--- src/rtl/pipeline_trace_unit.sv ---
`default_nettype none
// ============================================================================
//  Module      : pipeline_trace_unit
//  Description : Per-instruction trace recorder for an in-order pipeline.
//                It mirrors a valid bit and a record tag for each tracked
//                stage. When a record enters a stage, it stamps the entry
//                cycle into the record. When the record leaves write-back,
//                the unit reports the record's tag, stamps and stall count
//                on a registered retire bus.
//  Revision    : 1.0  initial release
//
//  Ports
//    clk, rst       clock, synchronous active-high reset
//    fetch_valid    new instruction presented to stage 0
//    stall[i]       stage i holds its contents this cycle
//    flush[i]       stage i contents squashed this cycle
//    retire_*       one-cycle retire pulse plus record payload; the payload
//                   holds its value between pulses
//    cycle          free-running cycle counter
//    occupancy      number of records currently allocated
//    overflow       sticky: a fetch was dropped because the table was full
//
//  Configuration macro
//    TRACE_STALL_CNT_EN  adds per-record stall counters (saturating).
//                        Without it, retire_stalls is tied to 0.
// ============================================================================
module pipeline_trace_unit #(
  parameter int NUM_STAGES = 5,
  parameter int DEPTH      = 16,
  parameter int CYC_W      = 32,
  parameter int STALL_W    = 8,
  localparam int TAG_W     = $clog2(DEPTH)
) (
  input  logic                        clk,
  input  logic                        rst,
  input  logic                        fetch_valid,
  input  logic [NUM_STAGES-1:0]       stall,
  input  logic [NUM_STAGES-1:0]       flush,
  output logic                        retire_valid,
  output logic [TAG_W-1:0]            retire_tag,
  output logic [NUM_STAGES*CYC_W-1:0] retire_stamps,
  output logic [STALL_W-1:0]          retire_stalls,
  output logic [CYC_W-1:0]            cycle,
  output logic [TAG_W:0]              occupancy,
  output logic                        overflow
);

  localparam int             LAST     = NUM_STAGES - 1;
  localparam logic [TAG_W:0] FULL_CNT = DEPTH[TAG_W:0];

  // Stage tracking state
  logic [NUM_STAGES-1:0]             stg_valid;
  logic [NUM_STAGES-1:0][TAG_W-1:0]  stg_tag;
  logic [NUM_STAGES-1:0]             stg_valid_nxt;
  logic [NUM_STAGES-1:0][TAG_W-1:0]  stg_tag_nxt;
  logic [NUM_STAGES-1:0]             enter;       // a valid record lands in stage i

  logic [TAG_W-1:0]                  alloc_ptr;
  logic                              full;
  logic                              accept;
  logic                              retire_now;
  logic [TAG_W:0]                    flush_cnt;
  logic [TAG_W:0]                    occ_nxt;

  // Record table: one packed stamp word per record, stage i at [i*CYC_W +: CYC_W]
  logic [NUM_STAGES*CYC_W-1:0]       stamp_mem [DEPTH];

  // --------------------------------------------------------------------------
  // Next-state for the stage shadow pipeline
  // --------------------------------------------------------------------------
  always_comb begin
    full       = (occupancy == FULL_CNT);
    // A fetch squashed by flush[0] in the same cycle is never allocated, so
    // it neither consumes a tag nor counts toward occupancy.
    accept     = fetch_valid & ~stall[0] & ~flush[0] & ~full;
    retire_now = stg_valid[LAST] & ~stall[LAST] & ~flush[LAST];

    stg_valid_nxt = stg_valid;
    stg_tag_nxt   = stg_tag;
    enter         = '0;
    flush_cnt     = '0;

    // Stage 0 takes a freshly allocated tag or becomes empty.
    if (flush[0]) begin
      stg_valid_nxt[0] = 1'b0;
    end else if (!stall[0]) begin
      stg_valid_nxt[0] = accept;
      stg_tag_nxt[0]   = alloc_ptr;
      enter[0]         = accept;
    end

    // Downstream stages take their predecessor. A stalled or flushed
    // predecessor hands over a bubble. A record that sits in stage i while
    // stage i+1 is stalled is overwritten and stays allocated.
    for (int i = 1; i < NUM_STAGES; i++) begin
      if (flush[i]) begin
        stg_valid_nxt[i] = 1'b0;
      end else if (!stall[i]) begin
        stg_valid_nxt[i] = stg_valid[i-1] & ~stall[i-1] & ~flush[i-1];
        stg_tag_nxt[i]   = stg_tag[i-1];
        enter[i]         = stg_valid_nxt[i];
      end
    end

    for (int i = 0; i < NUM_STAGES; i++) begin
      flush_cnt = flush_cnt + {{TAG_W{1'b0}}, (stg_valid[i] & flush[i])};
    end

    occ_nxt = occupancy
            + {{TAG_W{1'b0}}, accept}
            - {{TAG_W{1'b0}}, retire_now}
            - flush_cnt;
  end

  // --------------------------------------------------------------------------
  // Control registers and retire bus
  // --------------------------------------------------------------------------
  always_ff @(posedge clk) begin
    if (rst) begin
      stg_valid     <= '0;
      stg_tag       <= '0;
      alloc_ptr     <= '0;
      occupancy     <= '0;
      cycle         <= '0;
      overflow      <= 1'b0;
      retire_valid  <= 1'b0;
      retire_tag    <= '0;
      retire_stamps <= '0;
    end else begin
      stg_valid    <= stg_valid_nxt;
      stg_tag      <= stg_tag_nxt;
      occupancy    <= occ_nxt;
      cycle        <= cycle + 1'b1;
      retire_valid <= retire_now;
      if (accept) begin
        alloc_ptr <= alloc_ptr + 1'b1;
      end
      if (fetch_valid && !stall[0] && full) begin
        overflow <= 1'b1;
      end
      if (retire_now) begin
        retire_tag    <= stg_tag[LAST];
        retire_stamps <= stamp_mem[stg_tag[LAST]];
      end
    end
  end

  // --------------------------------------------------------------------------
  // Stamp table. Allocation wipes the whole record first. The per-stage entry
  // writes follow, so an entry stamp wins over the wipe for the same field.
  // --------------------------------------------------------------------------
  always_ff @(posedge clk) begin
    if (!rst) begin
      if (accept) begin
        stamp_mem[alloc_ptr] <= '0;
      end
      for (int s = 0; s < NUM_STAGES; s++) begin
        if (enter[s]) begin
          stamp_mem[stg_tag_nxt[s]][s*CYC_W +: CYC_W] <= cycle;
        end
      end
    end
  end

`ifdef TRACE_STALL_CNT_EN
  // --------------------------------------------------------------------------
  // Per-record saturating stall counters
  // --------------------------------------------------------------------------
  logic [STALL_W-1:0] stall_mem [DEPTH];

  always_ff @(posedge clk) begin
    if (!rst) begin
      if (accept) begin
        stall_mem[alloc_ptr] <= '0;
      end
      for (int s = 0; s < NUM_STAGES; s++) begin
        if (stg_valid[s] && stall[s] && (stall_mem[stg_tag[s]] != {STALL_W{1'b1}})) begin
          stall_mem[stg_tag[s]] <= stall_mem[stg_tag[s]] + 1'b1;
        end
      end
    end
  end

  always_ff @(posedge clk) begin
    if (rst) begin
      retire_stalls <= '0;
    end else if (retire_now) begin
      retire_stalls <= stall_mem[stg_tag[LAST]];
    end
  end
`else
  assign retire_stalls = '0;
`endif

endmodule
`default_nettype wire

--- config.mk ---
export PLATFORM = sky130hd
export DESIGN_NAME = pipeline_trace_unit
export DESIGN_NICKNAME = d
export VERILOG_FILES = /design/src/rtl/pipeline_trace_unit.sv
export SDC_FILE = /design/constraint.sdc
export NUM_CORES = 2
export LEC_CHECK = 0
export CELL_PAD_IN_SITES_DETAIL_PLACEMENT = 1
export CELL_PAD_IN_SITES_GLOBAL_PLACEMENT = 1
export CORE_UTILIZATION = 48
export DETAILED_ROUTE_END_ITERATION = 7
export GPL_TIMING_DRIVEN = 0
export PLACE_DENSITY = 0.83
export SLEW_MARGIN = 20
export SYNTH_ARGS = -nofsm -noshare
export SYNTH_HDL_FRONTEND = slang
export SYNTH_SLANG_ARGS = --single-unit
--- constraint.sdc ---
create_clock -name clk -period 4.5 [get_ports clk]
set_clock_uncertainty 0.1 [all_clocks]
set_input_delay 0.9 -clock clk [delete_from_list [all_inputs] [get_ports clk]]
set_output_delay 0.9 -clock clk [all_outputs]
set_load 0.1 [all_outputs]
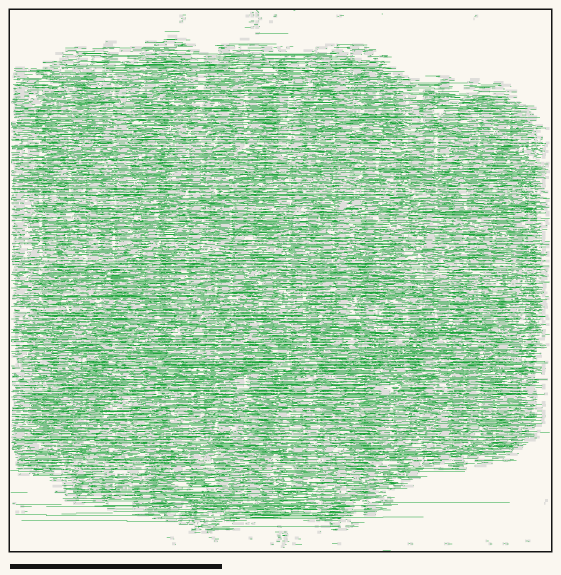
**Above:** M1 wires.
Bar = 200 microns. Cells faint in the background.
- nets with wire on the layer: 8531
- main direction: horizontal
- share of all routed wire: 34%
- wire length on this layer: 165 mm

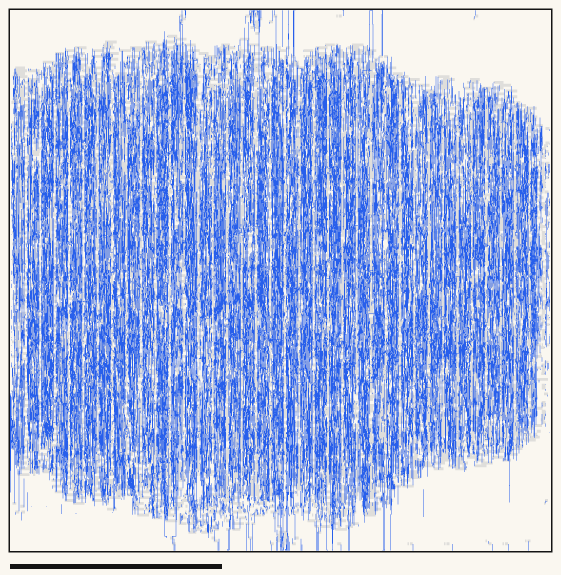
**Above:** the metal 2 layer.
Bar = 200 microns. Cells faint in the background.
- share of all routed wire: 45%
- main direction: vertical
- wire length on this layer: 218 mm
- longest straight run: 156 microns
- nets with wire on the layer: 8244

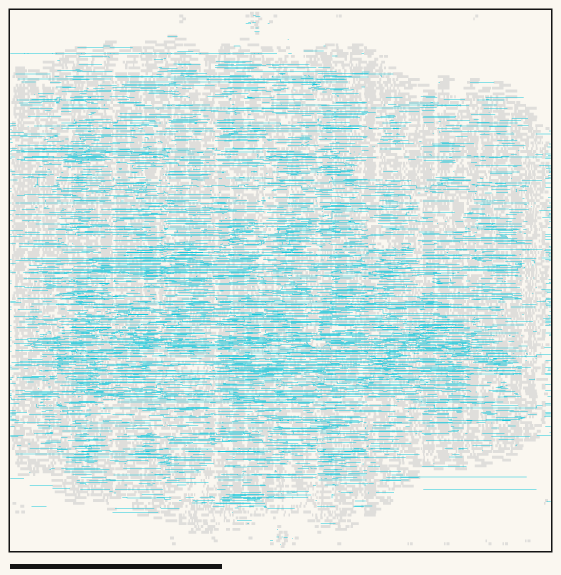
**Above:** metal 3.
Bar = 200 microns. Cells faint in the background.
- share of all routed wire: 14%
- wire length on this layer: 68.6 mm
- main direction: horizontal
- longest straight run: 243 microns
- nets with wire on the layer: 1912

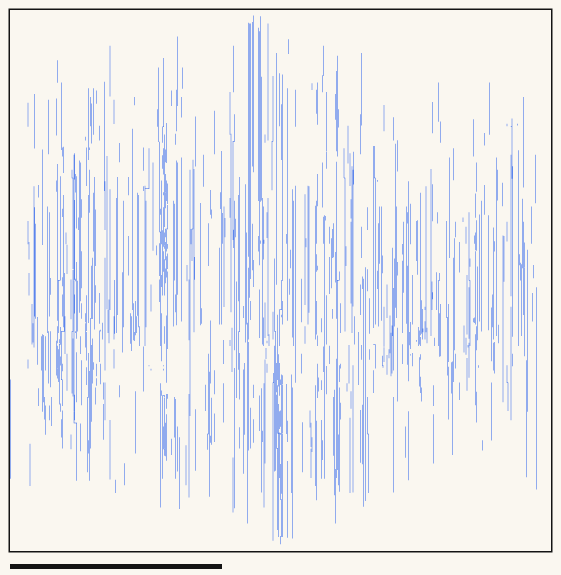
**Above:** the metal 4 layer.
Bar = 200 microns.
- longest straight run: 258 microns
- wire length on this layer: 33.7 mm
- nets with wire on the layer: 419

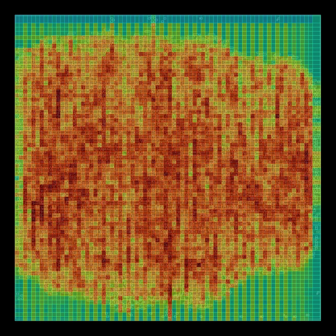
**Above:** routing congestion.
Top Usage Layer GRT: met2
WL/cell: 39.4 microns
Layout Utilization: 55.6%
met1 Use GR: 46.5%

==> deck_impl_summary.md <==
Run Summary

Power
  • Seq pwr share: 52.2%
  • Sw Ratio: 20.9%
  • Pint: 42.4 mW
  • Power Density: 375 nW/um^2
  • Top Consumer: sequential cells

Yosys
  • Synth area leader: edfxtp_1
  • Top post-synthesis cells by count: edfxtp_1, and2_1, clkbuf_1, mux4_2, mux2i_1
  • Chip Area, Yosys: 124000 sq um
  • Count of cell types in the netlist: 65
  • Warnings from Yosys: 0
  • Post-synthesis area per instance: 15.4 sq um
  • Flops after synth: 2792
  • Top logic family: simple AND/OR/NAND/NOR gates
  • Top area contributor share: 62.0%

Finish
  • Clock network area share: 6.72%
  • Clock buffer count: 401
  • Invs w/o clock: 27
  • Comb gate area: 39500 sq um

Detailed routing
  • Met3 wire len: 68600 microns
  • M1 WL: 165000 microns
  • Initial DRC Count: 13368

Final timing
  • Setup violations, final: 69
  • Final WS setup: -0.0997 ns
  • Period utilisation layout: 102%

Setup path
  • Critical Path RT: 5.05 ns
  • Top delay family on crit path: simple AND/OR/NAND/NOR gates
  • Crit path cell chain: clkbuf_1 > inv_1 > ha_1 > nor2b_1 > buf_1 > nand2_1 > nand2_2 > buf_12
  • Reg2Reg Depth: 8
  • R2R setup slack: -0.1 ns
  • CP arrival: 5.15 ns

CTS
  • Clk slew on worst S/H paths: 0.06 ns

Status
  • Status: complete, but fails checks
  • Failing checks: setup timing

Run
  • Max Cap Viol: 0
  • Stage-log warning count: 35

Global routing
  • First-pass GRT wire length: 657000 microns

Floorplan
  • Ports: 224
  • Die Wd: 510 microns
Power is estimated from default activity; no workload was simulated.
